run_1/port_nets.png
Bar = 20 um.
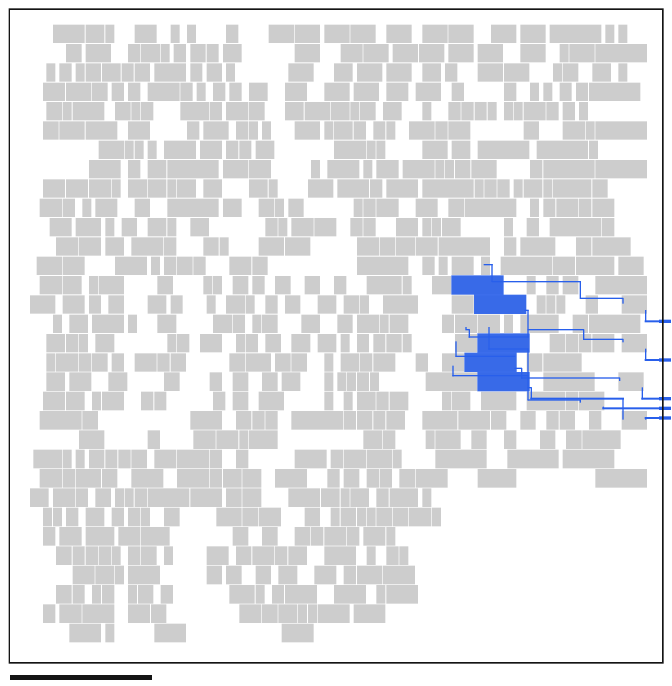
run_1/final_placement.png
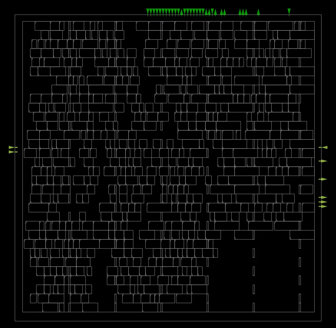
run_1/pdn.png
Bar = 20 um. Pins as bars on the die edge. Tap cells in grey.
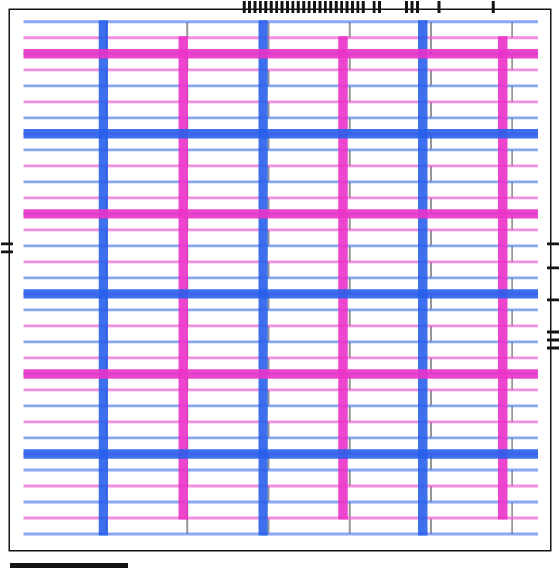
run_1/wire_density.png
18 x 18 tiles, from dark blue (low) to red (high), scaled to the fullest tile. Values are wire area over tile area, all layers added.
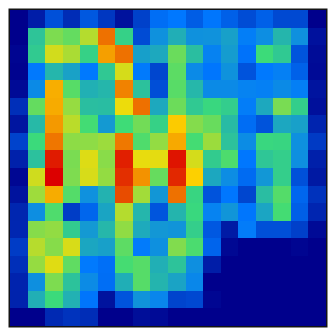
File: config.mk
export PLATFORM = sky130hd
export DESIGN_NAME = noc_output_scheduler_flat
export DESIGN_NICKNAME = d
export VERILOG_FILES = /design/src/rtl/noc_output_scheduler_pkg.sv /design/src/rtl/noc_output_scheduler_if.sv /design/src/rtl/noc_output_scheduler_rr_picker.sv /design/src/rtl/noc_output_scheduler.sv /design/src/flat_wrapper.sv
export SDC_FILE = /design/constraint.sdc
export NUM_CORES = 1
export LEC_CHECK = 0
export CORE_MARGIN = 2
export CORE_UTILIZATION = 54
export CTS_CLUSTER_SIZE = 10
export DETAILED_ROUTE_END_ITERATION = 8
export PLACE_DENSITY = 0.79
export SLEW_MARGIN = 10
export SYNTH_ARGS = -nofsm -noshare
export SYNTH_HDL_FRONTEND = slang
export SYNTH_SLANG_ARGS = --single-unit
File: constraint.sdc
create_clock -name clk -period 5.8 [get_ports clk]
set_input_delay 0.87 -clock clk [delete_from_list [all_inputs] [get_ports clk]]
set_output_delay 0.87 -clock clk [all_outputs]
set_load 0.005 [all_outputs]
File: src/rtl/noc_output_scheduler_pkg.sv
// Shared router definitions: flit-id encoding, port indices, scheduler state enum.
// Also reused by the VC allocator, hence the generic noc_pkg name.
package noc_pkg;
    localparam int NPORTS = 5;
    localparam int PORT_L = 0;
    localparam int PORT_N = 1;
    localparam int PORT_E = 2;
    localparam int PORT_W = 3;
    localparam int PORT_S = 4;

    localparam int FID_HEAD = 0;
    localparam int FID_BODY = 1;
    localparam int FID_TAIL = 2;

    localparam logic [2:0] FLIT_HEAD = 3'b001;
    localparam logic [2:0] FLIT_BODY = 3'b010;
    localparam logic [2:0] FLIT_TAIL = 3'b100;

    typedef enum logic {
        IDLE = 1'b0,
        LOCK = 1'b1
    } state_e;

    // BODY may never be combined with another bit; all-zero is not a flit
    function automatic logic flit_valid(logic [2:0] id);
        return (id != 3'b000) && !(id[FID_BODY] && ((id & ~FLIT_BODY) != 3'b000));
    endfunction

    function automatic logic flit_head_ok(logic [2:0] id);
        return flit_valid(id) && id[FID_HEAD];
    endfunction
endpackage

File: src/rtl/noc_output_scheduler_if.sv
// Handshake bundle between the input ports / downstream link and one output scheduler.
interface noc_output_scheduler_if #(
    parameter int CW = 3
);
    import noc_pkg::*;

    logic [NPORTS-1:0]   req;
    logic [3*NPORTS-1:0] flit_id;
    logic                credit_in;
    logic [NPORTS-1:0]   gnt;
    logic [2:0]          gnt_idx;
    logic                fire;
    logic                busy;
    logic                abort;
    logic [CW-1:0]       credit_cnt;
    logic                credit_err;

    modport master (
        output req, flit_id, credit_in,
        input  gnt, gnt_idx, fire, busy, abort, credit_cnt, credit_err
    );

    modport slave (
        input  req, flit_id, credit_in,
        output gnt, gnt_idx, fire, busy, abort, credit_cnt, credit_err
    );
endinterface

File: src/rtl/noc_output_scheduler_rr_picker.sv
// Combinational round-robin picker: first set bit of elig at or after ptr, wrapping.
module noc_rr_picker
    import noc_pkg::*;
(
    input  logic [NPORTS-1:0] elig,
    input  logic [2:0]        ptr,
    output logic [NPORTS-1:0] pick,
    output logic [2:0]        pick_idx,
    output logic              any
);
    int p;

    always_comb begin
        pick     = '0;
        pick_idx = '0;
        any      = 1'b0;
        p        = 0;
        for (int i = 0; i < NPORTS; i++) begin
            p = (int'(ptr) + i) % NPORTS;
            if (!any && elig[p]) begin
                any      = 1'b1;
                pick[p]  = 1'b1;
                pick_idx = 3'(p);
            end
        end
    end
endmodule

File: src/rtl/noc_output_scheduler.sv
// Output-port scheduler: round-robin packet lock, credit flow control, stall watchdog.
//   state | meaning
//   IDLE  | no grant; pick the next eligible HEAD
//   LOCK  | port gnt_idx owns the link until its TAIL fires or the watchdog trips
module noc_output_scheduler
    import noc_pkg::*;
#(
    parameter int DEPTH   = 4,
    parameter int CW      = 3,
    parameter int TIMEOUT = 255
) (
    input logic clk,
    input logic rst,
    noc_output_scheduler_if.slave bus
);
    localparam logic [CW-1:0] DEPTH_C   = CW'(DEPTH);
    localparam logic [11:0]   TIMEOUT_C = 12'(TIMEOUT);

    state_e            state_q, state_d;
    logic [NPORTS-1:0] gnt_q, gnt_d;
    logic [2:0]        gnt_idx_q, gnt_idx_d;
    logic [2:0]        rr_ptr_q, rr_ptr_d;
    logic              abort_q, abort_d;
    logic [11:0]       stall_cnt_q, stall_cnt_d;
    logic [CW-1:0]     credit_cnt_q, credit_cnt_d;
    logic              credit_err_q, credit_err_d;

    logic [NPORTS-1:0] elig, pick;
    logic [2:0]        pick_idx, next_ptr;
    logic              any, cur_req, fire;
    logic [2:0]        cur_id;

    always_comb begin
        elig    = '0;
        cur_req = 1'b0;
        cur_id  = '0;
        for (int p = 0; p < NPORTS; p++) begin
            elig[p] = bus.req[p] && flit_head_ok(bus.flit_id[3*p +: 3]);
            if (gnt_idx_q == 3'(p)) begin
                cur_req = bus.req[p];
                cur_id  = bus.flit_id[3*p +: 3];
            end
        end
    end

    noc_rr_picker u_picker (
        .elig     (elig),
        .ptr      (rr_ptr_q),
        .pick     (pick),
        .pick_idx (pick_idx),
        .any      (any)
    );

    assign fire     = (state_q == LOCK) && cur_req && (credit_cnt_q != '0);
    assign next_ptr = (gnt_idx_q == 3'(NPORTS-1)) ? 3'd0 : gnt_idx_q + 3'd1;

    always_comb begin
        state_d     = state_q;
        gnt_d       = gnt_q;
        gnt_idx_d   = gnt_idx_q;
        rr_ptr_d    = rr_ptr_q;
        abort_d     = 1'b0;
        stall_cnt_d = stall_cnt_q;
        case (state_q)
            IDLE: begin
                if (any) begin
                    state_d     = LOCK;
                    gnt_d       = pick;
                    gnt_idx_d   = pick_idx;
                    stall_cnt_d = '0;
                end
            end
            LOCK: begin
                if (fire) begin
                    stall_cnt_d = '0;
                    if (cur_id[FID_TAIL]) begin
                        state_d  = IDLE;
                        gnt_d    = '0;
                        rr_ptr_d = next_ptr;
                    end
                end else if (stall_cnt_q == TIMEOUT_C) begin
                    state_d     = IDLE;
                    gnt_d       = '0;
                    rr_ptr_d    = next_ptr;
                    abort_d     = 1'b1;
                    stall_cnt_d = '0;
                end else begin
                    stall_cnt_d = stall_cnt_q + 12'd1;
                end
            end
            default: state_d = IDLE;
        endcase
    end

    // A simultaneous fire and credit return cancel out
    always_comb begin
        credit_cnt_d = credit_cnt_q;
        credit_err_d = credit_err_q || (bus.credit_in && (credit_cnt_q == DEPTH_C));
        if (fire && !bus.credit_in)
            credit_cnt_d = credit_cnt_q - CW'(1);
        else if (!fire && bus.credit_in && (credit_cnt_q != DEPTH_C))
            credit_cnt_d = credit_cnt_q + CW'(1);
    end

    always_ff @(posedge clk) begin
        if (rst) begin
            state_q      <= IDLE;
            gnt_q        <= '0;
            gnt_idx_q    <= '0;
            rr_ptr_q     <= '0;
            abort_q      <= 1'b0;
            stall_cnt_q  <= '0;
            credit_cnt_q <= DEPTH_C;
            credit_err_q <= 1'b0;
        end else begin
            state_q      <= state_d;
            gnt_q        <= gnt_d;
            gnt_idx_q    <= gnt_idx_d;
            rr_ptr_q     <= rr_ptr_d;
            abort_q      <= abort_d;
            stall_cnt_q  <= stall_cnt_d;
            credit_cnt_q <= credit_cnt_d;
            credit_err_q <= credit_err_d;
        end
    end

    assign bus.gnt        = gnt_q;
    assign bus.gnt_idx    = gnt_idx_q;
    assign bus.fire       = fire;
    assign bus.busy       = (state_q == LOCK);
    assign bus.abort      = abort_q;
    assign bus.credit_cnt = credit_cnt_q;
    assign bus.credit_err = credit_err_q;
endmodule
File: src/flat_wrapper.sv
// flat-port wrapper written by rule: the top's interface ports become plain ports
module noc_output_scheduler_flat import noc_pkg::*;
#(
    parameter int DEPTH   = 4,
    parameter int CW      = 3,
    parameter int TIMEOUT = 255
)
  (clk, rst, bus_req, bus_flit_id, bus_credit_in, bus_gnt, bus_gnt_idx, bus_fire, bus_busy, bus_abort, bus_credit_cnt, bus_credit_err);
  noc_output_scheduler_if #(.CW(CW)) bus_i ();
  input logic clk;
  input logic rst;
  input wire logic [$bits(bus_i.req)-1:0] bus_req;
  input wire logic [$bits(bus_i.flit_id)-1:0] bus_flit_id;
  input wire logic [$bits(bus_i.credit_in)-1:0] bus_credit_in;
  output wire logic [$bits(bus_i.gnt)-1:0] bus_gnt;
  output wire logic [$bits(bus_i.gnt_idx)-1:0] bus_gnt_idx;
  output wire logic [$bits(bus_i.fire)-1:0] bus_fire;
  output wire logic [$bits(bus_i.busy)-1:0] bus_busy;
  output wire logic [$bits(bus_i.abort)-1:0] bus_abort;
  output wire logic [$bits(bus_i.credit_cnt)-1:0] bus_credit_cnt;
  output wire logic [$bits(bus_i.credit_err)-1:0] bus_credit_err;
  assign bus_i.req = bus_req;
  assign bus_i.flit_id = bus_flit_id;
  assign bus_i.credit_in = bus_credit_in;
  assign bus_gnt = bus_i.gnt;
  assign bus_gnt_idx = bus_i.gnt_idx;
  assign bus_fire = bus_i.fire;
  assign bus_busy = bus_i.busy;
  assign bus_abort = bus_i.abort;
  assign bus_credit_cnt = bus_i.credit_cnt;
  assign bus_credit_err = bus_i.credit_err;
  noc_output_scheduler #(.DEPTH(DEPTH), .CW(CW), .TIMEOUT(TIMEOUT)) u_core (.clk(clk), .rst(rst), .bus(bus_i));
endmodule
==> deck_impl_summary.md, run 1 <==
Implementation Results

Run status
  • Run status: complete, no violations

Power
  • Power Internal: 727 uW
  • Comb power: 1.05 mW
  • Overall Power: 1.49 mW
  • Switching share of power: 51.2%
  • Sequential share of power: 18.4%
  • VDD IR max: 0.000144 V

Layout
  • MI comb cells: 481
  • Seq/total area: 12.4%
  • Synth-to-layout area growth: 12.8%
  • Share of layout cells above drive strength 1: 8.38%
  • Fill count: 687
  • Logic share of the area: 71.0%
  • Flops: 29
  • Reg area: 581 um2
  • Top class by area: combinational gates
  • Most flops, register: u_core.stall_cnt_q

Timing
  • Post-layout period usage: 95.1%
  • Relative max-transition margin: 23.6%
  • Final WS setup: 0.286 ns
  • Worst-margin pin slew: 1.14 ns

Worst hold path
  • Hold EP: u_core.bus.credit_err
  • Hold crit path type: reg -> reg

Setup path
  • Crit-path max FO: 17
  • CP Data Required Time: 6.02 ns
  • Worst Path Arrival: 5.74 ns
  • CP bufs+invs: 2

Die
  • Number of top-level pins: 38
  • Chip area: 8420 um2

Detailed routing
  • Vias: 4686
  • Final WL: 12300 um
  • Initial DRC count: 297

Logic synthesis
  • Mapped Cells: 572
  • XOR/XNOR Fraction of Synth Area: 3.10%
  • Asr flop ratio synth: 0%
  • Synth cell types: 76
  • Synth area leader: dfxtp_1
  • Most used flip-flop cell: dfxtp_1
  • Syn Std Cell Area: 4160 um2
  • Post-synth seq share: 14.0%
  • Dominant combinational family: AND-OR/OR-AND gates
  • EDFF count, synth: 0

Placement
  • Dpl ws: 0.355 ns
  • Final GP Congestion: 0.968
  • Detailed placer's ending HPWL: 9340 um

Global routing
  • Met2 Usage GRT: 47.5%
  • M1 GR Usage: 36.5%
  • Initial antenna violation count: 0
  • First-pass GRT wire length: 19900 um
  • GR peak layer: met2
  • Overflow after GRT: 0

Clock network
  • Cts hold-fix bufs: 0
-- port_nets.png (at the start) --
| colour | port | bits | direction | edge | end cells | wire |
|---|---|---|---|---|---|---|
| blue | bus_gnt | 5 | output | east | 5 | 156 um |

-- final_placement.png (at the start) --
row cnt: 32
CORE AREA: 7610 um2

-- pdn.png (at the start) --
| colour | net |
|---|---|
| blue | VSS |
| magenta | VDD |
met4 straps: 6
met5 straps: 6
met1 rails: 33

-- wire_density.png (at the start) --
nearly empty tiles: 14%
densest ninth of the die: centre
emptiest ninth of the die: south-east
fullest tile: 0.71

-- run 1: worst min-delay path: cells and delay by family, from the launching register on --
family             cells  cell delay [ns]
DFF                    1             0.33
AOI/OAI and AO/OA      1             0.05
and+or+nand+nor        1             0.07
-- run 1: metrics by stage --
stage | area [um2] | util (%) | hold WS, ns
after detailed placement | 4610 | 60.6 | 0.478
after CTS | 4690 | 61.6 | 0.492
after global routing | 4690 | 61.6 | 0.515
after floorplan | 4160 | - | 0.460
after global placement | 4610 | 60.6 | 0.451
final | 4690 | 61.6 | 0.483
-- run 1: metal layers --
metal  up-vias  wire length [um]
met5         -                 0
met4         0               446
met3        42               813
met2       216              5810
met1      2209              5270
li1       2219                 -
run_1/cell_classes.png
Fill, decap, tap and diode cells in grey.
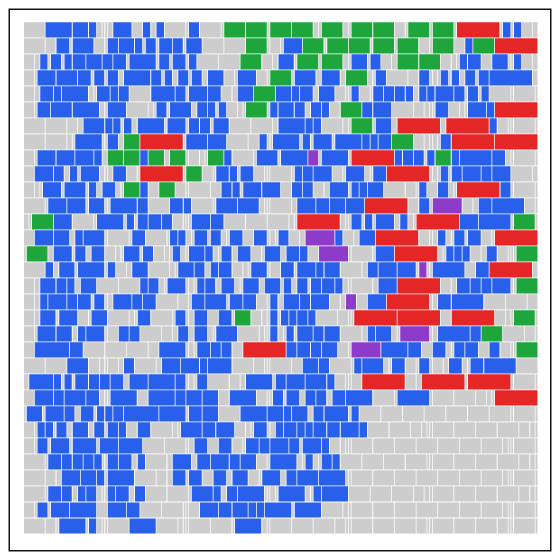

## Run 2: what changed since run 1
CORE_UTILIZATION = 62   (was 54)
PLACE_DENSITY = 0.85   (was 0.79)
clock period = 6.97 ns   (was 5.8 ns; I/O delays follow)
run_2/cell_classes.png
Fill, decap, tap and diode cells in grey.
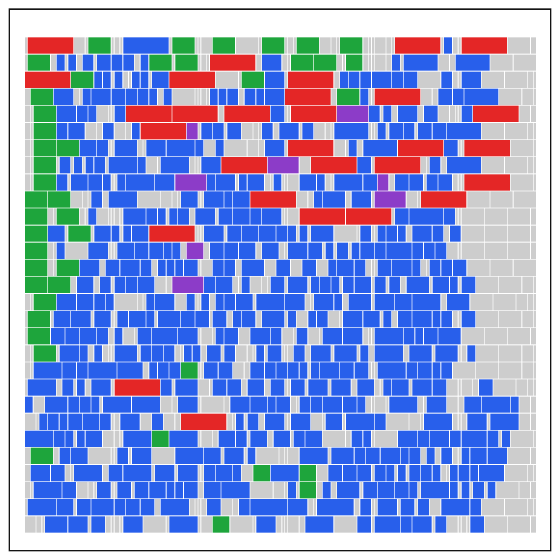
| colour | class | cells | share of their area |
|---|---|---|---|
| green | other buffers and delay cells | 44 | 9.3% |
| purple | clock drivers and dummy loads | 8 | 1.9% |
| red | flip-flops | 29 | 13% |
| blue | all other logic | 512 | 76% |

==> run 2 against run 1 <==
Worst hold slack got worse by 0.0065 ns. Total power decreased by 17%. Sequential power decreased by 17%. Critical path type unchanged. Critical endpoint is now u_core.bus.gnt[3].
==> deck_impl_summary.md, run 2 <==
Implementation Results

Layout
  • Design area: 4630 um2 (-1.2%)
  • MI comb cells: 481 (unchanged)
  • Seq/total area: 12.5% (+0.15 points)
  • Reg area: 581 um2 (unchanged)
  • Logic share of the area: 71.9% (+0.88 points)
  • Fill count: 535 (-22%)
  • Top class by area: combinational gates
  • Post-Route Utilization: 72.1% (+10 points)
  • Most flops, register: u_core.stall_cnt_q

Placement
  • Cell Area, Placed: 4550 um2 (-1.3%)
  • Dpl ws: 0.949 ns (+0.594 ns)
  • Final GP Congestion: 1.02 (+5.6%)
  • Detailed placer's ending HPWL: 8680 um (-7.0%)

Setup path
  • Worst Path Arrival: 6.50 ns (+0.76 ns)
  • CP Data Required Time: 7.21 ns (+1.19 ns)
  • CP bufs+invs: 3 (+1)

Logic synthesis
  • Synth cell types: 76 (unchanged)
  • Synth area leader: dfxtp_1
  • Post-synth seq share: 14.0% (unchanged)
  • Mapped Cells: 572 (unchanged)
  • Asr flop ratio synth: 0% (unchanged)
  • XOR/XNOR Fraction of Synth Area: 3.10% (unchanged)
  • Dominant combinational family: AND-OR/OR-AND gates
  • Most used flip-flop cell: dfxtp_1

Timing
  • Relative max-transition margin: 20.6% (-3.1 points)
  • Final WS setup: 0.710 ns (+0.424 ns)
  • Worst-margin pin slew: 1.19 ns (+0.0457 ns)
  • Post-layout period usage: 89.8% (-5.3 points)
  • Worst hold margin: 0.476 ns (-0.00655 ns)

Global routing
  • M1 GR Usage: 43.2% (+6.8 points)
  • Initial antenna violation count: 0 (unchanged)
  • First-pass GRT wire length: 19300 um (-3.4%)
  • Met2 Usage GRT: 50.2% (+2.7 points)
  • GR peak layer: met2

Detailed routing
  • Met2 WL: 5300 um (-8.7%)
  • Final WL: 11700 um (-5.1%)
  • Vias: 4666 (-0.43%)
  • Initial DRC count: 412 (+39%)
  • Routed metal-1 wire length: 5130 um (-2.5%)

Die
  • CORE AREA: 6420 um2 (-16%)
  • Row cnt: 29 (-9.4%)
  • Chip area: 7380 um2 (-12%)

Clock network
  • Cts hold-fix bufs: 0 (unchanged)

Power
  • Overall Power: 1.24 mW (-17%)
  • Power Internal: 594 uW (-18%)
  • Sequential share of power: 18.3% (about the same)
  • Comb power: 869 uW (-20%)

Run status
  • Run status: complete, no violations
run_2/wire_density.png
17 x 17 tiles, from dark blue (low) to red (high), scaled to the fullest tile. Values are wire area over tile area, all layers added.
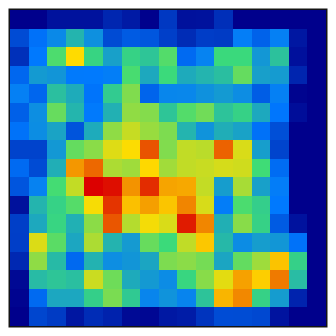
mean over tiles: 0.26
nearly empty tiles: 13%
densest ninth of the die: centre
tiles over half the peak: 30%
fullest tile: 0.72
emptiest ninth of the die: north-east

run 2: cell types whose count changed in the layout (fill, tap and decap cells not counted), sizes merged:
| cell | before | now |
|---|---|---|
| buf | 11 | 7 |
| clkbuf | 6 | 5 |
| clkinvlp | 0 | 1 |
run 2: worst paths after layout:
check	from	endpoint	slack (ns)
max	u_core.rr_ptr_q[1]	u_core.bus.gnt[3]	0.71
min	u_core.bus.credit_err	u_core.bus.credit_err	0.48
max reg2reg	u_core.rr_ptr_q[1]	u_core.bus.gnt[3]	0.71
min reg2reg	u_core.bus.credit_err	u_core.bus.credit_err	0.48
run 2: logic make-up (layout without fill, tap and decap cells):
family          Yosys count  after routing
compound gates          183            183
flops                    29             29
simple gates            235            235
mux                      14             14
xor+xnor                 13             13
fa+ha+maj                36             36
buf+inv                  62             83
run_2/final_placement.png
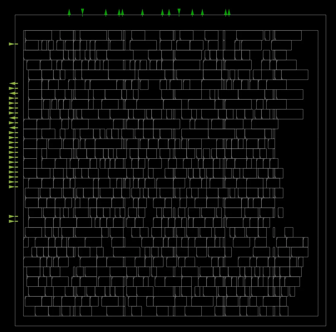

## Run 3: what changed since run 2
CORE_MARGIN = 1.5   (was 2)
clock period = 7.9 ns   (was 6.97 ns; I/O delays follow)
run_3/final_placement.png
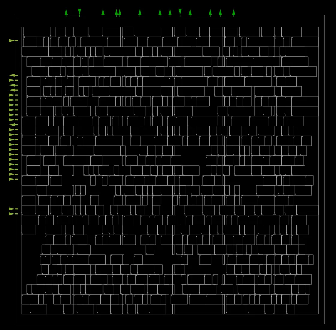
Post-Route Utilization: 72.1%
fill count: 543

==> run 3 against run 2 <==
Sequential power down 11%. Die size down 2.3%. Count of clock-buffer cells in the layout up 2.
==> deck_impl_summary.md, run 3 <==
Implementation Results

Detailed routing
  • Vias: 4674 (+0.17%)
  • Final WL: 12000 um (+2.8%)
  • Initial DRC count: 413 (+0.24%)

Timing
  • Final WS setup: 1.66 ns (+0.947 ns)
  • Worst hold margin: 0.475 ns (-0.00128 ns)
  • Worst-margin pin slew: 0.902 ns (-0.285 ns)
  • Relative max-transition margin: 39.7% (+19 points)
  • Post-layout period usage: 79.0% (-11 points)

Layout
  • Most flops, register: u_core.stall_cnt_q
  • Diode count: 0
  • Reg area: 581 um2 (unchanged)
  • Design area: 4630 um2 (unchanged)

Placement
  • Detailed placer's ending HPWL: 8870 um (+2.2%)
  • Cell Area, Placed: 4530 um2 (-0.33%)
  • Dpl ws: 1.75 ns (+0.802 ns)
  • Final GP Congestion: 1.01 (-1.5%)

Worst hold path
  • Min-delay src: u_core.bus.credit_err
  • Hold EP: u_core.bus.credit_err

Logic synthesis
  • Mapped Cells: 572 (unchanged)
  • Adder Share, Synth: 11.0%
  • Synth Area in Compound Gates: 32.0%
  • Dominant combinational family: AND-OR/OR-AND gates
  • Most used flip-flop cell: dfxtp_1
  • Asr flop ratio synth: 0% (unchanged)
  • Ys flops: 29
  • XOR/XNOR Fraction of Synth Area: 3.10% (unchanged)
  • Post-synth seq share: 14.0% (unchanged)
  • Synth area leader: dfxtp_1
  • Synth cell types: 76 (unchanged)
  • Top-count cell post-synth: nor2_1

Setup path
  • CP bufs+invs: 3 (unchanged)
  • Setup crit end: u_core.bus.gnt[0]
  • CP Data Required Time: 8.13 ns (+0.92 ns)
  • Crit. Startpoint: u_core.rr_ptr_q[0]
  • R2r startpoint: u_core.rr_ptr_q[0]
  • Setup CP Type: reg -> reg
  • Worst Path Arrival: 6.47 ns (-0.03 ns)
  • Worst reg-to-reg setup slack: 1.66 ns (+0.95 ns)
  • Crit-path leading delay family: AND-OR/OR-AND gates

Power
  • Power Internal: 541 uW (-9.0%)
  • Sequential share of power: 18.2% (about the same)
  • Comb power: 769 uW (-12%)

Die
  • Row cnt: 29 (unchanged)
  • CORE AREA: 6420 um2 (unchanged)
  • Chip area: 7210 um2 (-2.3%)
  • Die width: 84.9 um

Clock network
  • Cts hold-fix bufs: 0 (unchanged)
  • CTS max path bufs: 2

Global routing
  • Initial antenna violation count: 0 (unchanged)
  • First-pass GRT wire length: 19500 um (+1.3%)

Run status
  • Run status: complete, no violations
run_3/port_nets.png
Bar = 20 um.
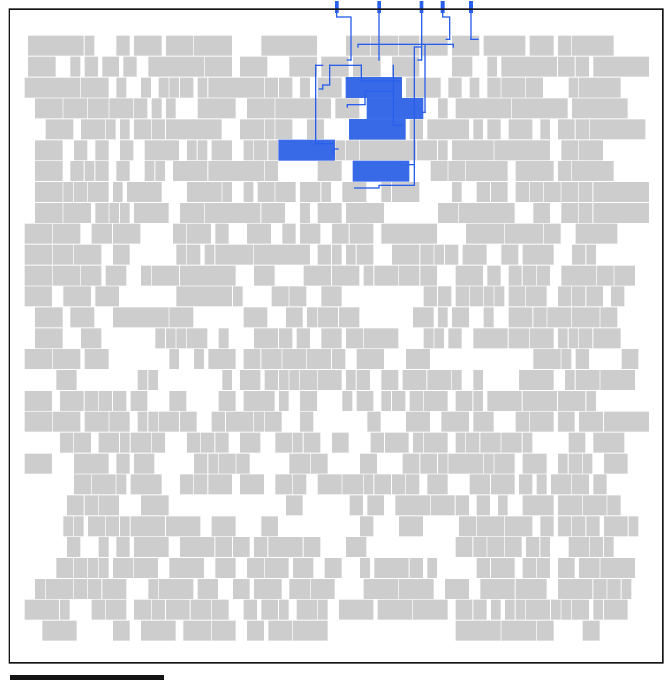
| colour | port | bits | direction | edge | end cells | wire |
|---|---|---|---|---|---|---|
| blue | bus_gnt | 5 | output | north | 5 | 129 um |

run 3: cell type report:
| type | count | share of cell area [%] |
|---|---|---|
| Clock buffer | 7 | 2.08 |
| Clock inverter | 1 | 0.108 |
| Inverter | 31 | 2.51 |
| Multi-Input combinational cell | 481 | 71.9 |
| Sequential cell | 29 | 12.5 |
| Tap cell | 77 | 2.08 |
| Timing Repair Buffer | 42 | 8.81 |
run 3: metrics by stage:
stage,std cells,total power [mW]
after floorplan,572,0.761
after global placement,660,0.927
after detailed placement,660,0.946
after CTS,668,1.09
after global routing,668,1.19
final,668,1.10
run 3: metal layers:
layer	GRT usage [%]	routed length [um]	vias to the layer above
met5	0	0	-
li1	-	-	2203
met4	9.69	363	0
met2	52.3	5290	262
met3	5.54	1100	44
met1	45.7	5260	2165
Power and IR drop assume default switching activity.
